### Floorplan with the power grid, run 1

Scale: 6 px per um. Pins as bars on the die edge.
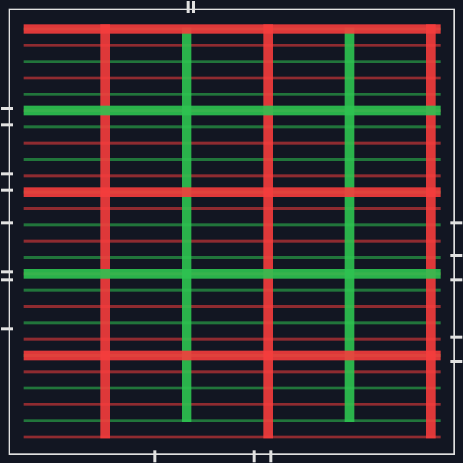
### Wiring by layer, run 1

Scale: 8 px per um. Only two layers are drawn.
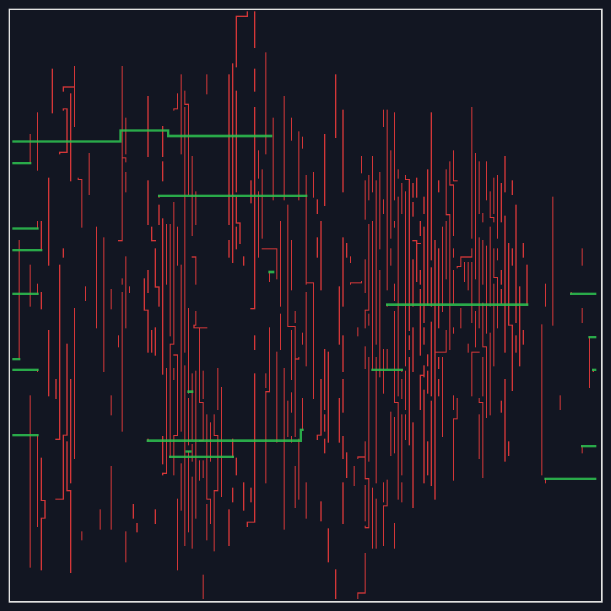
### Clock distribution, run 1

Scale: 8 px per um.
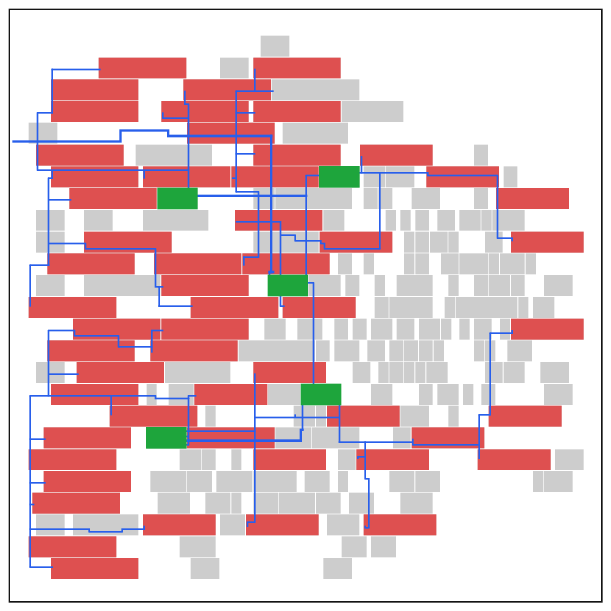
==> src/rtl/cm0ik_stim_launch_pkg.sv <==
// Shared definitions for the stimulus launcher.
//   stim_state_e : launcher FSM encoding (IDLE = 1'b0, HOLD = 1'b1)
//   is_pow2()    : FIFO depth legality check, evaluated at elaboration
package cm0ik_stim_launch_pkg;

  typedef enum logic {
    IDLE = 1'b0,
    HOLD = 1'b1
  } stim_state_e;

  function automatic bit is_pow2(input int n);
    return (n >= 2) && ((n & (n - 1)) == 0);
  endfunction

endpackage

==> src/rtl/cm0ik_stim_fifo.sv <==
// Synchronous FIFO that buffers {hold, word} entries for the launcher.
// Ports:
//   HCLK, HRESET            clock, async active-high reset (flushes pointers)
//   push_valid/push_ready   producer handshake; push_ready = !full
//   push_data               entry written on an accepted push
//   pop                     consume the head entry (ignored when empty)
//   pop_data                head entry, valid whenever !empty
//   full, empty             occupancy flags
module cm0ik_stim_fifo
  import cm0ik_stim_launch_pkg::*;
#(
  parameter int WIDTH = 9,
  parameter int DEPTH = 4
) (
  input  logic             HCLK,
  input  logic             HRESET,
  input  logic             push_valid,
  output logic             push_ready,
  input  logic [WIDTH-1:0] push_data,
  input  logic             pop,
  output logic [WIDTH-1:0] pop_data,
  output logic             full,
  output logic             empty
);

  localparam int AW = $clog2(DEPTH);

  if (!is_pow2(DEPTH)) begin : g_bad_depth
    $error("cm0ik_stim_fifo: DEPTH must be a power of 2 and >= 2");
  end

  // One extra pointer bit distinguishes full from empty when the indices match.
  logic [AW:0]      wr_ptr;
  logic [AW:0]      rd_ptr;
  logic [WIDTH-1:0] mem [DEPTH];
  logic             push_fire;
  logic             pop_fire;

  assign full       = (wr_ptr[AW] != rd_ptr[AW]) && (wr_ptr[AW-1:0] == rd_ptr[AW-1:0]);
  assign empty      = (wr_ptr == rd_ptr);
  // Readiness depends on occupancy only, so a same-cycle pop never frees a full FIFO.
  assign push_ready = !full;
  assign push_fire  = push_valid && !full;
  assign pop_fire   = pop && !empty;
  assign pop_data   = mem[rd_ptr[AW-1:0]];

  always_ff @(posedge HCLK or posedge HRESET) begin
    if (HRESET) begin
      wr_ptr <= '0;
      rd_ptr <= '0;
    end else begin
      if (push_fire) wr_ptr <= wr_ptr + 1'b1;
      if (pop_fire)  rd_ptr <= rd_ptr + 1'b1;
    end
  end

  always_ff @(posedge HCLK) begin
    if (push_fire) mem[wr_ptr[AW-1:0]] <= push_data;
  end

endmodule

==> src/rtl/cm0ik_stim_launch.sv <==
// Stimulus launcher feeding the netlist input-delay stage. Words arrive with a
// per-word hold count, are buffered in a FIFO and driven on a registered bus
// for that many cycles each, back to back when the FIFO has the next word.
// HRESET asserts asynchronously; its release is expected to be synchronised
// to HCLK by the upstream reset generator.
// Ports:
//   HCLK, HRESET   clock, async active-high reset
//   stim_valid/stim_ready/stim_data/stim_hold   stimulus input handshake
//   launch_en      run/pause; low freezes counter and state
//   dataout        registered stimulus bus
//   launch         pulse in the first cycle a word is on dataout
//   busy           high in HOLD
//   underrun       pulse when a hold expires with nothing queued
//
// state | meaning
// IDLE  | nothing being held; dataout keeps the last word (or RESETVAL)
// HOLD  | current word on dataout, cnt = cycles remaining including this one
module cm0ik_stim_launch
  import cm0ik_stim_launch_pkg::*;
#(
  parameter int                BUSWIDTH = 1,
  parameter int                DEPTH    = 4,
  parameter int                HOLDW    = 8,
  parameter logic [BUSWIDTH-1:0] RESETVAL = '0
) (
  input  logic                HCLK,
  input  logic                HRESET,
  input  logic                stim_valid,
  output logic                stim_ready,
  input  logic [BUSWIDTH-1:0] stim_data,
  input  logic [HOLDW-1:0]    stim_hold,
  input  logic                launch_en,
  output logic [BUSWIDTH-1:0] dataout,
  output logic                launch,
  output logic                busy,
  output logic                underrun
);

  localparam int EW = BUSWIDTH + HOLDW;

  stim_state_e         state_q, state_d;
  logic [HOLDW-1:0]    cnt_q, cnt_d;
  logic [BUSWIDTH-1:0] data_d;
  logic                launch_d;
  logic                underrun_d;
  logic                pop;
  logic                empty;
  logic                full;
  logic [EW-1:0]       head;
  logic [HOLDW-1:0]    head_hold;
  logic [BUSWIDTH-1:0] head_data;
  logic [HOLDW-1:0]    head_cnt;

  cm0ik_stim_fifo #(
    .WIDTH (EW),
    .DEPTH (DEPTH)
  ) u_fifo (
    .HCLK       (HCLK),
    .HRESET     (HRESET),
    .push_valid (stim_valid),
    .push_ready (stim_ready),
    .push_data  ({stim_hold, stim_data}),
    .pop        (pop),
    .pop_data   (head),
    .full       (full),
    .empty      (empty)
  );

  assign head_hold = head[EW-1:BUSWIDTH];
  assign head_data = head[BUSWIDTH-1:0];
  // A zero hold still shows the word for one cycle.
  assign head_cnt  = (head_hold == '0) ? HOLDW'(1) : head_hold;

  always_comb begin
    state_d    = state_q;
    cnt_d      = cnt_q;
    data_d     = dataout;
    launch_d   = 1'b0;
    underrun_d = 1'b0;
    pop        = 1'b0;
    if (launch_en) begin
      unique case (state_q)
        IDLE: begin
          if (!empty) begin
            pop      = 1'b1;
            data_d   = head_data;
            cnt_d    = head_cnt;
            launch_d = 1'b1;
            state_d  = HOLD;
          end
        end
        HOLD: begin
          if (cnt_q > HOLDW'(1)) begin
            cnt_d = cnt_q - 1'b1;
          end else if (!empty) begin
            pop      = 1'b1;
            data_d   = head_data;
            cnt_d    = head_cnt;
            launch_d = 1'b1;
          end else begin
            cnt_d      = '0;
            underrun_d = 1'b1;
            state_d    = IDLE;
          end
        end
        default: state_d = IDLE;
      endcase
    end
  end

  always_ff @(posedge HCLK or posedge HRESET) begin
    if (HRESET) begin
      state_q  <= IDLE;
      cnt_q    <= '0;
      dataout  <= RESETVAL;
      launch   <= 1'b0;
      underrun <= 1'b0;
    end else begin
      state_q  <= state_d;
      cnt_q    <= cnt_d;
      dataout  <= data_d;
      launch   <= launch_d;
      underrun <= underrun_d;
    end
  end

  assign busy = (state_q == HOLD);

  // full is only needed inside the FIFO for stim_ready; kept visible for debug.
  logic unused_full;
  assign unused_full = full;

endmodule
==> config.mk <==
export PLATFORM = sky130hd
export DESIGN_NAME = cm0ik_stim_launch
export DESIGN_NICKNAME = d
export VERILOG_FILES = /design/src/rtl/cm0ik_stim_launch_pkg.sv /design/src/rtl/cm0ik_stim_fifo.sv /design/src/rtl/cm0ik_stim_launch.sv
export SDC_FILE = /design/constraint.sdc
export NUM_CORES = 1
export LEC_CHECK = 0
export CAP_MARGIN = 20
export CORE_MARGIN = 2
export CORE_UTILIZATION = 50
export DETAILED_ROUTE_END_ITERATION = 12
export GPL_TIMING_DRIVEN = 0
export PLACE_DENSITY = 0.84
export SLEW_MARGIN = 20
export SYNTH_ARGS = -nofsm -noshare
export SYNTH_HDL_FRONTEND = slang
export SYNTH_SLANG_ARGS = --single-unit
==> constraint.sdc <==
create_clock -name HCLK -period 2 [get_ports HCLK]
set_input_delay 0.2 -clock HCLK [delete_from_list [all_inputs] [get_ports HCLK]]
set_output_delay 0.2 -clock HCLK [all_outputs]
set_load 0.02 [all_outputs]
==> reports/highlights.md, run 1 <==
• edfxtp_1 — highest-count logic cell in the final layout
• register to register — WS Path Type
• met2 — most crowded layer after global routing
• 374 — fill cell count
• 2.21 ns — data required time of the critical path
• 6 — maximum fanout count along the critical path
• 14.4 um^2 — syn avg cell area
• 0 — number of nets still failing antenna checks after routing
• 0.00344 ns — Setup Skew
• 1460 nW/um^2 — power density normalized to cell area
• 4 — number of detailed-route iterations in the first pass
• 108% — final critical-path share of the clock period
• 5 — number of buffers added by the clock tree synthesis step
• 45 — number of distinct standard cells referenced by the synthesized netlist
• 0 — Yosys warning count
• 2710 um^2 — placed instance area
• 1462 — number of global-route vias before repair
• 19.4% — area growth from synthesis to final layout
• 0 — number of remaining DRC errors
• yes — TritonCTS clock tree
• 51.7% — Pre-Place Util
• 53.3% — Max-slew headroom
• 5 — Post-CTS Setup Bufs
• 23.8% — GRT met1 Usage
• 0 — Final Hold Violation Tally
• 0.462 GHz — highest clock rate
• 221 — final layout net count
• input pin to async pin — Hold Crit Class
• 2440 um^2 — area of the mapped netlist
• 0.700 ns — measured slew at the worst slew-check pin
• 0 — number of antenna violations at the first check in global routing
• 19 — maximum number of pins on one net before global-route repair
• 2.87% — synthesized-area fraction occupied by xor and xnor cells
• 2.16 ns — minimum clock period after layout
• true — unrepaired setup endpoints after global routing
• 36 — number of enable flip-flop cells
• buf_8 > mux4_2 > or4_4 > nor4_4 > nor4_1 > a311oi_1 — cells along the critical path
• clkbuf_8 — clock root buffer
• 190 — Net Count, Synth
• -0.164 ns — post-route worst setup slack
• 170 — cell count listed in synth_stat.txt
• edfxtp_1 — library cell with the highest instance count after synthesis
• 132 um — total length of routed met3 wires
• 0 — Slew Limit Fails
• 42.1% — Gate power share
• 62.7% — register area share after synthesis
• 18.3% — share of layout cells above drive strength 1
• 33 — stage-log warning count
• 1.51 mW — Psw
• met4 — highest routed layer
• 33.3% — asr flop ratio synth
• 44.3% — top area contributor share
• finished, violations left — outcome
• 0.55 ns — Crit path largest cell delay
• 30.3% — met2 Resource Use GR
• 0 — # diodes
• 7.74% — AO/OA Area Share
• 3.59% — adder and majority cell fraction of the synthesized area
• 2 — clock buffer depth
• 170 — number of instances in the synthesized netlist
• 2.37 ns — Data arrival, critical path
• or4_4 — library cell contributing the largest single delay on the critical path
• 0 — number of buffers added to fix hold violations after cts
• edfxtp_1 — cell type with the highest aggregate area in the netlist
• multiplexers — Dominant comb cell
• 269 — number of cells in the finished layout apart from fillers
• 0 — max cap viols
• 11 — # resized after CTS
• 54 — sink count of the clock tree
• 0.09 ns — Worst-path clk slew
• 54 — flip-flop and latch count after synthesis
• 2920 um^2 — post-route cell area
• 2.74 mW — cell internal power dissipation
• 5.59 — post-detailed-route via-to-cell ratio
• 36 x edfxtp_1, 18 x dfrtp_1, 16 x clkdlybuf4s50_1 — Top cells excl fill/tap
• 1.07 nW — standby leakage power
• register — startpoint type of the worst setup path
• 0 — total overflow reported by the global router
• 2.35 mm — met2 WL
• -0.281 ns — Setup Slack @ Placement
• negative setup slack — failing checks
• 7.22 mm — global-route wire length before repair
• 18 — ports placed on the boundary
• 36 x edfxtp_1, 18 x dfrtp_1, 13 x nor2_1 — leading cell types by count after synthesis
• 41.2% — sequential fraction of design power
• 0.837 — final weighted congestion in routability-driven placement
• edfxtp_1 44%, dfrtp_1 18%, mux4_1 6.5% — Synth area leaders
• 35.5% — Net Sw Frac
• 254 — Placed Cells incl. Taps
• register — Setup crit end kind
• -0.164 ns — post-route setup TNS
• 1 — final setup violation count
• edfxtp_1 — dominant register cell
• 0.308 ns — worst hold slack after final layout
• 87 — count of routing violations after the opening detailed-route iteration
• 2440 um^2 — Yosys Chip Area
• 10.3% — simple-gate share of the synthesized area
• 1.95 mm — sum of routed wire segments on met1
• 5460 um^2 — Total Die Area
• 2 — number of levels the H-tree was split into
• 25 — Cell Rows
• 10.6% — Post-synth mux share
• 2.92 mm — dpl hpwl
• 17 — number of port buffers
• 61.7% — utilization after layout
• 4.12% — GR met3 Demand/Resource
• 4.25 mW — Power, Total
Notes on 'Floorplan with the power grid' above:
| color | net |
|---|---|
| red | VSS |
| green | VDD |
signal pins: 18
met4 straps: 5
Die Width: 73.9 um
Placeable Area: 4720 um^2
Max IR drop VDD: 689 uV
Die Y-Extent: 73.9 um

Notes on 'Wiring by layer' above:
| color | layer | wire length |
|---|---|---|
| green | met3 | 133 um |
| red | met2 | 2350 um |
GRT Resource Usage Total: 18.1%
total routed wirelength: 4.46 mm
wire length per cell after detailed routing: 16.6 um
via count: 1505

Notes on 'Clock distribution' above:
[red] flip-flops | count: 54
[blue] clock wires | length: 550 um
[green] cells driving clock nets | count: 5
flops lie: all over the die
clock network power: 0.711 mW
clock group share of total power: 16.7%
clk_lat worst skew: 0.30 ns

-- run 1: power by group through the flow --
stage	sequential, mW	clock [mW]	combinational (mW)
global route	1.78	0.766	1.97
CTS	1.74	0.730	1.66
global placement	1.74	0	1.49
floorplan	1.73	0	1.14
detailed placement	1.76	0	1.53
finish	1.75	0.711	1.79
-- run 1: area by class of cell --
type                            instances  area, um^2  area share (%)
Buffer                                  5        36.3            1.24
Clock inverter                          2        37.5            1.29
Sequential cell                        54        1530            52.5
Tap cell                               67        83.8            2.87
Multi-Input combinational cell        104         907            31.1
Timing Repair Buffer                   24         221            7.59
Inverter                                7        26.3           0.901
Clock buffer                            6        72.6            2.49
-- run 1: path summary, 6_finish.rpt --
check / from / cells past startpoint / endpoint / slack [ns]
min in group HCLK: dataout / 1 / dataout / 0.50
min reg2reg: dataout / 1 / dataout / 0.50
max: u_fifo.rd_ptr[0] / 6 / cnt_q[0] / -0.16
min: HRESET / 2 / dataout / 0.31
max in group asynchronous: HRESET / 2 / u_fifo.wr_ptr[2] / 1.25
max reg2reg: u_fifo.rd_ptr[0] / 6 / cnt_q[0] / -0.16
-- run 1: worst max-delay path: cells and delay by family, from the launching register on --
kind	cells	cell delay [ns]
and+or+nand+nor	3	0.81
DFF	1	0.42
buffers and inverters	1	0.15
AOI/OAI and AO/OA	1	0.19
muxes	1	0.51
-- run 1: cells by family (layout without fill, tap and decap cells) --
kind of cell               Yosys count  count (layout)
buffers and inverters               12              44
muxes                               12              12
DFF                                 54              54
and+or+nand+nor                     48              48
adders and majority gates            7               7
xor gates and xnor gates             8               8
AOI/OAI and AO/OA                   29              29
-- run 1: flip-flops by register name (all words and copies together), names as in the netlist --
register and count:
launch 1, u_fifo.wr_ptr 3, u_fifo.rd_ptr 3, dataout 1, cnt_q 8, busy 1
underrun 1, u_fifo.mem 36
==> run 1 -> run 2 <==
CAP_MARGIN = 0   (was 20)
CELL_PAD_IN_SITES_DETAIL_PLACEMENT = 1   (was default)
CELL_PAD_IN_SITES_GLOBAL_PLACEMENT = 1   (was default)
CORE_UTILIZATION = 43   (was 50)
PLACE_DENSITY = 0.86   (was 0.84)
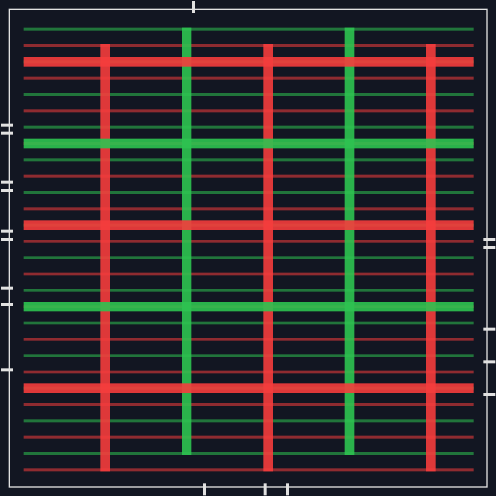
*Floorplan with the power grid, run 2*
Scale: 6 px per um. Pins as bars on the die edge.
Max IR drop VDD: 664 uV
Placeable Area: 5510 um^2

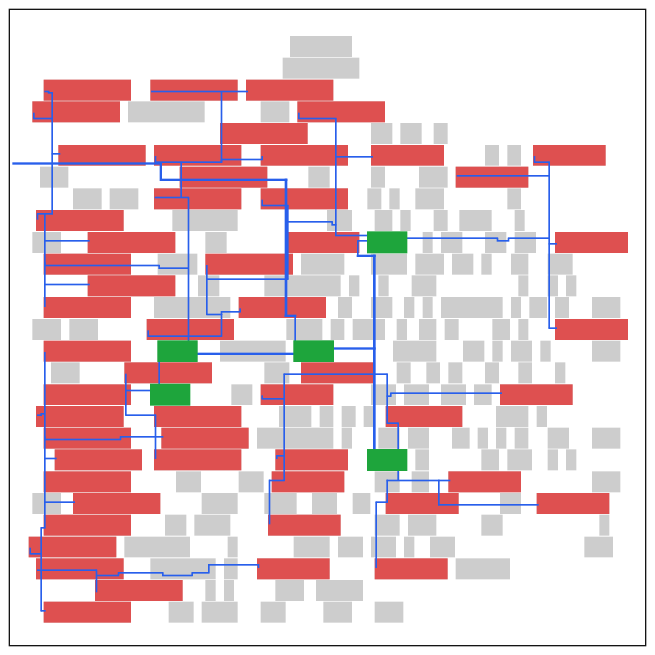
*Clock distribution, run 2*
Scale: 8 px per um.
[green] cells driving clock nets | count: 5
[blue] clock wires | length: 607 um
[red] flip-flops | count: 54
flops lie: all over the die
clock group share of total power: 15.0%
clock network power: 0.654 mW

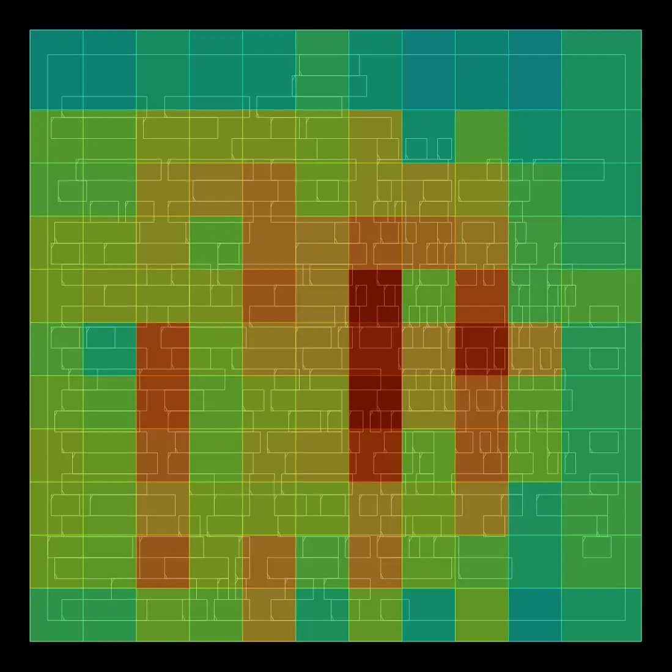
*Congestion heat map, run 2*
wire length per cell after detailed routing: 19.1 um
GRT Resource Usage Total: 18.0%
GRT met1 Usage: 22.6%

==> run 2 against run 1 <==
Effect of this change: die size up 15%; sequential cell count did not move; final area increased by 1.4%; highest routed layer unchanged; wire length is 19% higher; global-route usage fell by 0.073 points; critical endpoint unchanged; area after synthesis unchanged; the run still ends with negative setup slack left; critical path type unchanged; count of clock-buffer cells in the layout did not move; setup slack worse by 0.15 ns; power grew 2.9%.
==> reports/highlights.md, run 2 <==
• 21.0% — share of layout cells above drive strength 1, +2.7 points
• 3.56 mm — dpl hpwl, +22%
• 36 x edfxtp_1, 18 x dfrtp_1, 13 x nor2_1 — leading cell types by count after synthesis
• 2960 um^2 — post-route cell area, +1.4%
• negative setup slack — failing checks
• -0.313 ns — post-route worst setup slack, -0.149 ns
• 0.732 ns — measured slew at the worst slew-check pin, +0.0321 ns
• 0 — number of buffers added to fix hold violations after cts, unchanged
• 190 — Net Count, Synth, unchanged
• 6300 um^2 — Total Die Area, +15%
• register to register — WS Path Type
• 5 — number of buffers added by the clock tree synthesis step, unchanged
• 54 — flip-flop and latch count after synthesis, unchanged
• 0.432 GHz — highest clock rate, -6.4%
• 4.37 mW — Power, Total, +2.9%
• 923 um^2 — footprint of the multi-input gates, +1.8%
• edfxtp_1 — dominant register cell
• u_fifo.rd_ptr[0] — reg-to-reg startpoint
• input pin to async pin — Hold Crit Class
• 0.31 ns — clk_lat worst skew, about the same
• 170 — cell count listed in synth_stat.txt, unchanged
• 2440 um^2 — area of the mapped netlist, unchanged
• 1642 — number of global-route vias before repair, +12%
• -0.31 ns — worst setup slack for register-to-register paths, -0.15 ns
• 2440 um^2 — Yosys Chip Area, unchanged
• 2.52 ns — Data arrival, critical path, +0.15 ns
• 79.4 um — Die Width, +7.4%
• 8 — maximum fanout count along the critical path, +2
• 79.4 um — Die Y-Extent, +7.4%
• 18 — ports placed on the boundary, unchanged
• 51.1% — Max-slew headroom, -2.1 points
• 2 — final setup violation count, +1
• 224 — final layout net count, +1.4%
• 0.807 — final weighted congestion in routability-driven placement, -3.6%
• 0 — number of remaining DRC errors, unchanged
• 1.09 nW — standby leakage power, +2.3%
• 27 — Cell Rows, +8.0%
• 36 — number of enable flip-flop cells, unchanged
• 17 — # resized after CTS, +6
• 2.20 ns — data required time of the critical path, about the same
• register — Setup crit end kind
• 2 — number of levels the H-tree was split into, unchanged
• 1530 um^2 — Seq. cell area, about the same
• edfxtp_1 44%, dfrtp_1 18%, mux4_1 6.5% — Synth area leaders
• 21.1% — area growth from synthesis to final layout
• cnt_q[0] — Critical path destination
• 44.3% — top area contributor share, unchanged
• 5.54 — post-detailed-route via-to-cell ratio, -1.0%
• 6 — Post-CTS Setup Bufs, +1
• true — unrepaired setup endpoints after global routing
• edfxtp_1 — highest-count logic cell in the final layout
• 36 x edfxtp_1, 17 x dfrtp_1, 17 x clkdlybuf4s50_1 — Top cells excl fill/tap
• 0 — # diodes, unchanged
• 17 — number of port buffers, unchanged
• 0 — number of nets still failing antenna checks after routing, unchanged
• 14.4 um^2 — syn avg cell area, unchanged
• 19 — maximum number of pins on one net before global-route repair, unchanged
• 0 — number of antenna violations at the first check in global routing, unchanged
• 2 — clock buffer depth, unchanged
• 545 — fill cell count, +46%
• register — startpoint type of the worst setup path
• clkbuf_8 — clock root buffer
• 0 — Yosys warning count, unchanged
• 62.7% — register area share after synthesis, unchanged
• 45 — number of distinct standard cells referenced by the synthesized netlist, unchanged
• 33 — stage-log warning count, unchanged
• 42 — count of routing violations after the opening detailed-route iteration, -52%
• u_fifo.rd_ptr[0] — worst setup path startpoint
• 0 — Final Hold Violation Tally, unchanged
• 4 — number of detailed-route iterations in the first pass, unchanged
• 8.45 mm — global-route wire length before repair, +17%
• 170 — number of instances in the synthesized netlist, unchanged
• 1480 nW/um^2 — power density normalized to cell area, +1.5%
• 53.7% — utilization after layout, -8.1 points
• 0 — Slew Limit Fails, unchanged
• 1534 — via count, +1.9%
• 5.29 mm — total routed wirelength, +19%
• 44.4% — Pre-Place Util, -7.4 points
• 36 — number of flip-flops in the largest register, unchanged
• 0.10 ns — Worst-path clk slew, about the same
• 0 — total overflow reported by the global router, unchanged
• -0.583 ns — post-route setup TNS, -0.419 ns
• edfxtp_1 — cell type with the highest aggregate area in the netlist
• 6 — path depth of the worst reg2reg path, unchanged
• 0.0110 ns — Setup Skew, +0.00751 ns
• edfxtp_1 — library cell with the highest instance count after synthesis
• cnt_q[0] — end of the worst register-to-register path
• 54 — sink count of the clock tree, unchanged
• 116% — final critical-path share of the clock period, +7.4 points
• 2710 um^2 — placed instance area, +0.23%
• finished, violations left — outcome
• yes — TritonCTS clock tree
• 2.31 ns — minimum clock period after layout, +0.149 ns
• 33.3% — asr flop ratio synth, unchanged
• 0 — max cap viols, unchanged
==> run 2: area by class of cell <==
cell class,count,area share (%)
Sequential cell,54,51.8
Multi-Input combinational cell,104,31.2
Timing Repair Buffer,27,8.29
Tap cell,72,3.05
Clock buffer,6,2.79
Buffer,5,1.31
Inverter,7,0.889
Clock inverter,2,0.592
==> run 2: per-layer routing <==
layer / track usage (%) / vias up / share of wire, %
met3: 3.30 / 7 / 2.9
met2: 32.5 / 26 / 52
li1: - / 713 / -
met5: 0 / - / 0
met1: 22.6 / 788 / 44
met4: 4.14 / 0 / 1.1
==> run 2: critical path: stages (launching register included) <==
cell	delay [ns]
dfrtp_1	0.44
buf_8	0.16
mux4_2	0.56
or4_4	0.53
nor4_4	0.16
nor4_1	0.10
a311oi_1	0.26
==> run 2: power by group <==
group	total (mW)	leakage (nW)	internal (mW)	switching, mW
combinational	1.95	0.495	0.913	1.04
clock	0.654	0.0514	0.286	0.368
sequential	1.77	0.548	1.53	0.234
total	4.37	1.09	2.73	1.64
==> run 2: stage by stage <==
stage / hold WS [ns] / instances / setup slack, ns
global route: 0.368 / 277 / -0.386
finish: 0.305 / 277 / -0.313
global placement: 0.485 / 259 / -0.282
CTS: 0.332 / 273 / -0.351
detailed placement: 0.498 / 259 / -0.374
floorplan: 0.139 / 170 / -0.0365
==> run 2: logic make-up after synthesis <==
group | Yosys count | synth area share [%]
AND-OR/OR-AND | 29 | 7.74
XOR/XNOR | 8 | 2.87
adder cells (fa/ha/maj) | 7 | 3.59
buffers and inverters | 12 | 2.25
flip-flops | 54 | 62.7
multiplexers | 12 | 10.6
AND/OR/NAND/NOR | 48 | 10.3
==> run 2 -> run 3 <==
CORE_UTILIZATION = 32   (was 43)
PLACE_DENSITY = 0.7   (was 0.86)
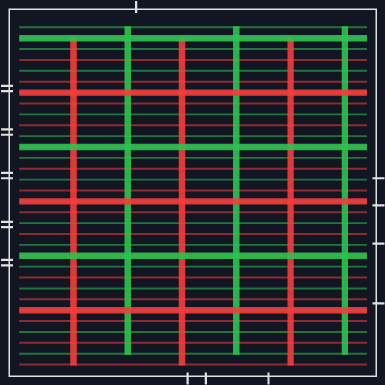
*Floorplan with the power grid, run 3*
Scale: 4 px per um. Pins as bars on the die edge.
| color | net |
|---|---|
| green | VDD |
| red | VSS |
rows: 31
met4 straps: 6
signal pins: 18
met5 straps: 6
Placeable Area: 7330 um^2
Die Y-Extent: 91.4 um
Max IR drop VDD: 733 uV

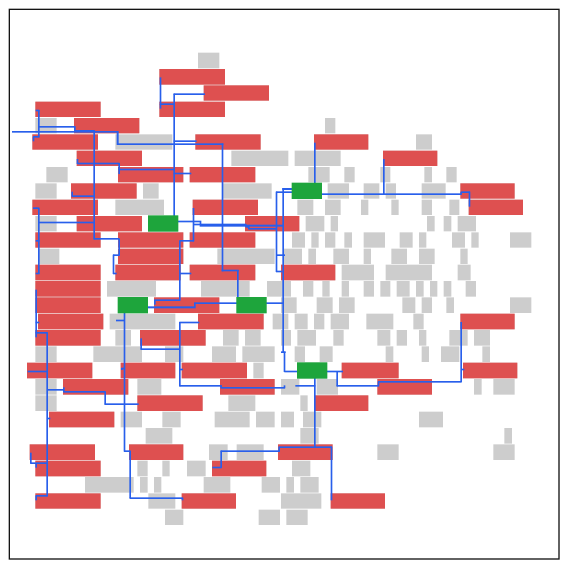
*Clock distribution, run 3*
Scale: 6 px per um.
[blue] clock wires | length: 626 um
[green] cells driving clock nets | count: 5
[red] flip-flops | count: 54
routed clock nets: 6
clock network power: 0.759 mW
clock group share of total power: 17.3%

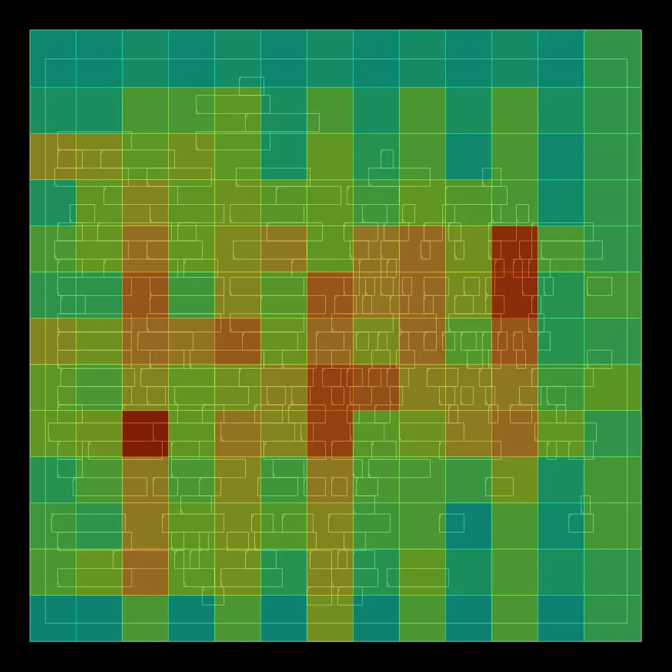
*Congestion heat map, run 3*
most crowded layer after global routing: met2
met2 Resource Use GR: 22.2%
utilization after layout: 40.7%
GR met3 Demand/Resource: 3.40%
wire length per cell after detailed routing: 16.8 um

==> run 3 against run 2 <==
Effect of this change: the flow still finishes with violations (negative setup slack); count of clock-buffer cells in the layout is 1 lower; critical path depth is 1 lower; sequential share of layout area down 0.50 points; non-clock buffer count down 2; register-to-register slack better by 0.08 ns; combinational power shrank 4%; cell count is 9.0% higher; highest routed layer unchanged.
==> reports/highlights.md, run 3 <==
• buffers and inverters — cell class contributing the biggest share of worst-path delay
• buf_8 > xnor2_1 > and2_1 > nand2_1 > clkdlybuf4s50_1 — cells along the critical path
• 0 — total overflow reported by the global router, unchanged
• 0 — number of antenna violations at the first check in global routing, unchanged
• 170 — number of instances in the synthesized netlist, unchanged
• 0 — number of buffers added to fix hold violations after cts, unchanged
• 17 — number of port buffers, unchanged
• negative setup slack — failing checks
• 2 — number of levels the H-tree was split into, unchanged
• 36 — number of enable flip-flop cells, unchanged
• 2750 um^2 — placed instance area, +1.2%
• edfxtp_1 — highest-count logic cell in the final layout
• 13.1% — GRT Resource Usage Total, -4.9 points
• 1525 — via count, -0.59%
• 170 — cell count listed in synth_stat.txt, unchanged
• 286 — Placed Cells incl. Taps, +10%
• 112% — final critical-path share of the clock period, -3.2 points
• 0 — # diodes, unchanged
• 0.789 — final weighted congestion in routability-driven placement, -2.2%
• 0.10 ns — Worst-path clk slew, about the same
• 45 — number of distinct standard cells referenced by the synthesized netlist, unchanged
• 5 — number of buffers added by the clock tree synthesis step, unchanged
• 54 — flip-flop and latch count after synthesis, unchanged
• 33 — stage-log warning count, unchanged
• 54 — sink count of the clock tree, unchanged
• 190 — Net Count, Synth, unchanged
• -0.483 ns — post-route setup TNS, +0.100 ns
• 0 — Final Hold Violation Tally, unchanged
• true — unrepaired setup endpoints after global routing
• 302 — number of cells in the finished layout apart from fillers, +9.0%
• 4 — number of detailed-route iterations in the first pass, unchanged
• 0.31 ns — clk_lat worst skew, about the same
• 0 — number of nets still failing antenna checks after routing, unchanged
• 8.40 mm — global-route wire length before repair, -0.57%
• -0.249 ns — post-route worst setup slack, +0.0634 ns
• 19 — maximum number of pins on one net before global-route repair, unchanged
• 0 — Yosys warning count, unchanged
• 2.25 ns — minimum clock period after layout, -0.0634 ns
• 62.7% — register area share after synthesis, unchanged
• 44.3% — top area contributor share, unchanged
• 160 um — total length of routed met3 wires, +4.6%
• 2 — clock buffer depth, unchanged
• 747 — fill cell count, +37%
• 2440 um^2 — area of the mapped netlist, unchanged
• register to output pin — WS Path Type
• 33.3% — asr flop ratio synth, unchanged
• input pin to async pin — Hold Crit Class
• 2.55 mm — met2 WL, -7.8%
• 5.05 — post-detailed-route via-to-cell ratio, -8.8%
• edfxtp_1 — library cell with the highest instance count after synthesis
• 4.39 mW — Power, Total, +0.55%
• 1643 — number of global-route vias before repair, +0.061%
• 48.8% — Max-slew headroom, -2.3 points
• 47 — count of routing violations after the opening detailed-route iteration, +12%
• 14.4 um^2 — syn avg cell area, unchanged
• 3.36 mm — dpl hpwl, -5.6%
• 36 — number of flip-flops in the largest register, unchanged
• 1470 nW/um^2 — power density normalized to cell area, -0.42%
• 8350 um^2 — Total Die Area, +33%
• 5.07 mm — total routed wirelength, -4.2%
• 0 — max cap viols, unchanged
• finished, violations left — outcome
• 2.28 mm — sum of routed wire segments on met1, -1.0%
• 2440 um^2 — Yosys Chip Area, unchanged
• clkbuf_8 — clock root buffer
• 0.317 ns — worst hold slack after final layout, +0.0121 ns
• 21.2% — share of layout cells above drive strength 1, +0.21 points
• 31 — Cell Rows, +15%
• 0.766 ns — measured slew at the worst slew-check pin, +0.0343 ns
• 33.3% — Pre-Place Util, -11 points
• 91.4 um — Die Width, +15%
• 2 — Buffers & Inverters on Critical Path, +1
• -0.378 ns — Setup Slack @ Placement, -0.00351 ns
• met4 — highest routed layer
• 1.80 ns — data required time of the critical path, -0.40 ns
• 0.54 ns — Crit path largest cell delay, -0.02 ns
• 1.09 nW — standby leakage power, -0.80%
• edfxtp_1 44%, dfrtp_1 18%, mux4_1 6.5% — Synth area leaders
• 18 — ports placed on the boundary, unchanged
• edfxtp_1 — cell type with the highest aggregate area in the netlist
• 0.445 GHz — highest clock rate, +2.8%
• 2 — final setup violation count, unchanged
• output pin — Setup crit end kind
• edfxtp_1 — dominant register cell
• 7 — maximum fanout count along the critical path, -1
• yes — TritonCTS clock tree
• 0 — Slew Limit Fails, unchanged
• 0.00683 ns — Setup Skew, -0.00413 ns
• 36 x edfxtp_1, 18 x dfrtp_1, 13 x nor2_1 — leading cell types by count after synthesis
• clkdlybuf4s50_1 — library cell contributing the largest single delay on the critical path
• 222 — final layout net count, -0.89%
• 2990 um^2 — post-route cell area, +0.97%
• 2.05 ns — Data arrival, critical path, -0.47 ns
• 0 — number of remaining DRC errors, unchanged
• 36 x edfxtp_1, 17 x dfrtp_1, 17 x clkdlybuf4s50_1 — Top cells excl fill/tap
• register — startpoint type of the worst setup path
• -0.23 ns — worst setup slack for register-to-register paths, +0.08 ns
• 22.2% — area growth from synthesis to final layout
## run 3: layout make-up
class	instances	area [um^2]	area share (%)
Sequential cell	54	1530	51.3
Multi-Input combinational cell	104	917	30.7
Buffer	5	38.8	1.30
Clock buffer	5	68.8	2.31
Timing Repair Buffer	25	230	7.71
Clock inverter	3	47.5	1.59
Inverter	7	26.3	0.880
Tap cell	99	124	4.15
## run 3: worst paths after layout
kind | from | to | depth (start not counted)
max | u_fifo.rd_ptr[0] | stim_ready | 5
min | HRESET | cnt_q[7] | 2
max reg2reg | u_fifo.rd_ptr[0] | cnt_q[0] | 6
min reg2reg | dataout | dataout | 1
max in group asynchronous | HRESET | cnt_q[5] | 2
min in group HCLK | stim_hold[3] | u_fifo.mem[0][4] | 1
## run 3: cells by family after synthesis
kind of cell	count (synthesis)	synth area share (%)
flip-flops	54	62.7
AND/OR/NAND/NOR	48	10.3
AND-OR/OR-AND	29	7.74
buffers and inverters	12	2.25
multiplexers	12	10.6
XOR/XNOR	8	2.87
adder cells (fa/ha/maj)	7	3.59
## run 3: metal layers
| metal | vias to the layer above | GRT usage [%] |
|---|---|---|
| met2 | 21 | 22.2 |
| met3 | 8 | 3.40 |
| met4 | 0 | 3.54 |
| met5 | - | 0 |
| met1 | 790 | 16.7 |
| li1 | 706 | - |
## run 3: repair_timing
| action | CTS | global route |
|---|---|---|
| endpoints found under the setup margin | 50 | 47 |
| resized | 20 | 8 |
| cloned | 0 | 0 |
| buffers inserted | 7 | 1 |
| pin swaps | 2 | 1 |
## run 3: where the power goes
part           leakage (nW)  total (mW)  internal [mW]  switching, mW
clock                0.0587       0.759          0.380          0.379
sequential            0.548        1.76           1.53          0.230
combinational         0.478        1.87          0.874          0.998

==> gallery <==
Local utilization.
image #1
Scale: 3 px per um. The die is cut into 8 by 8 equal tiles; white is low, dark blue is high, 0 to 100% covered.
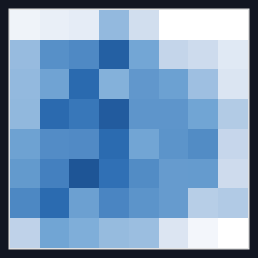
image #2
Scale: 4 px per um. The die is cut into 7 by 7 equal tiles; white is low, dark blue is high, 0 to 100% covered.
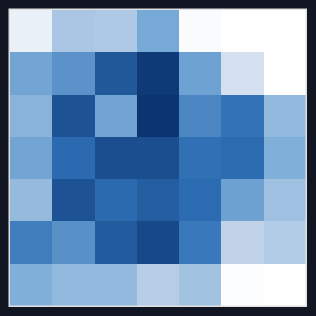
image #3
Scale: 3 px per um. The die is cut into 9 by 9 equal tiles; white is low, dark blue is high, 0 to 100% covered.
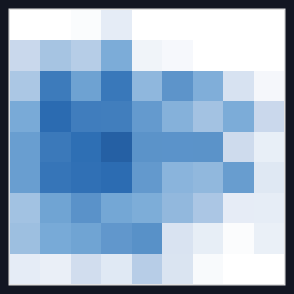
For run 2, see image #1.
For run 1, see image #2.
For run 3, see image #3.

Power and IR drop assume default switching activity.
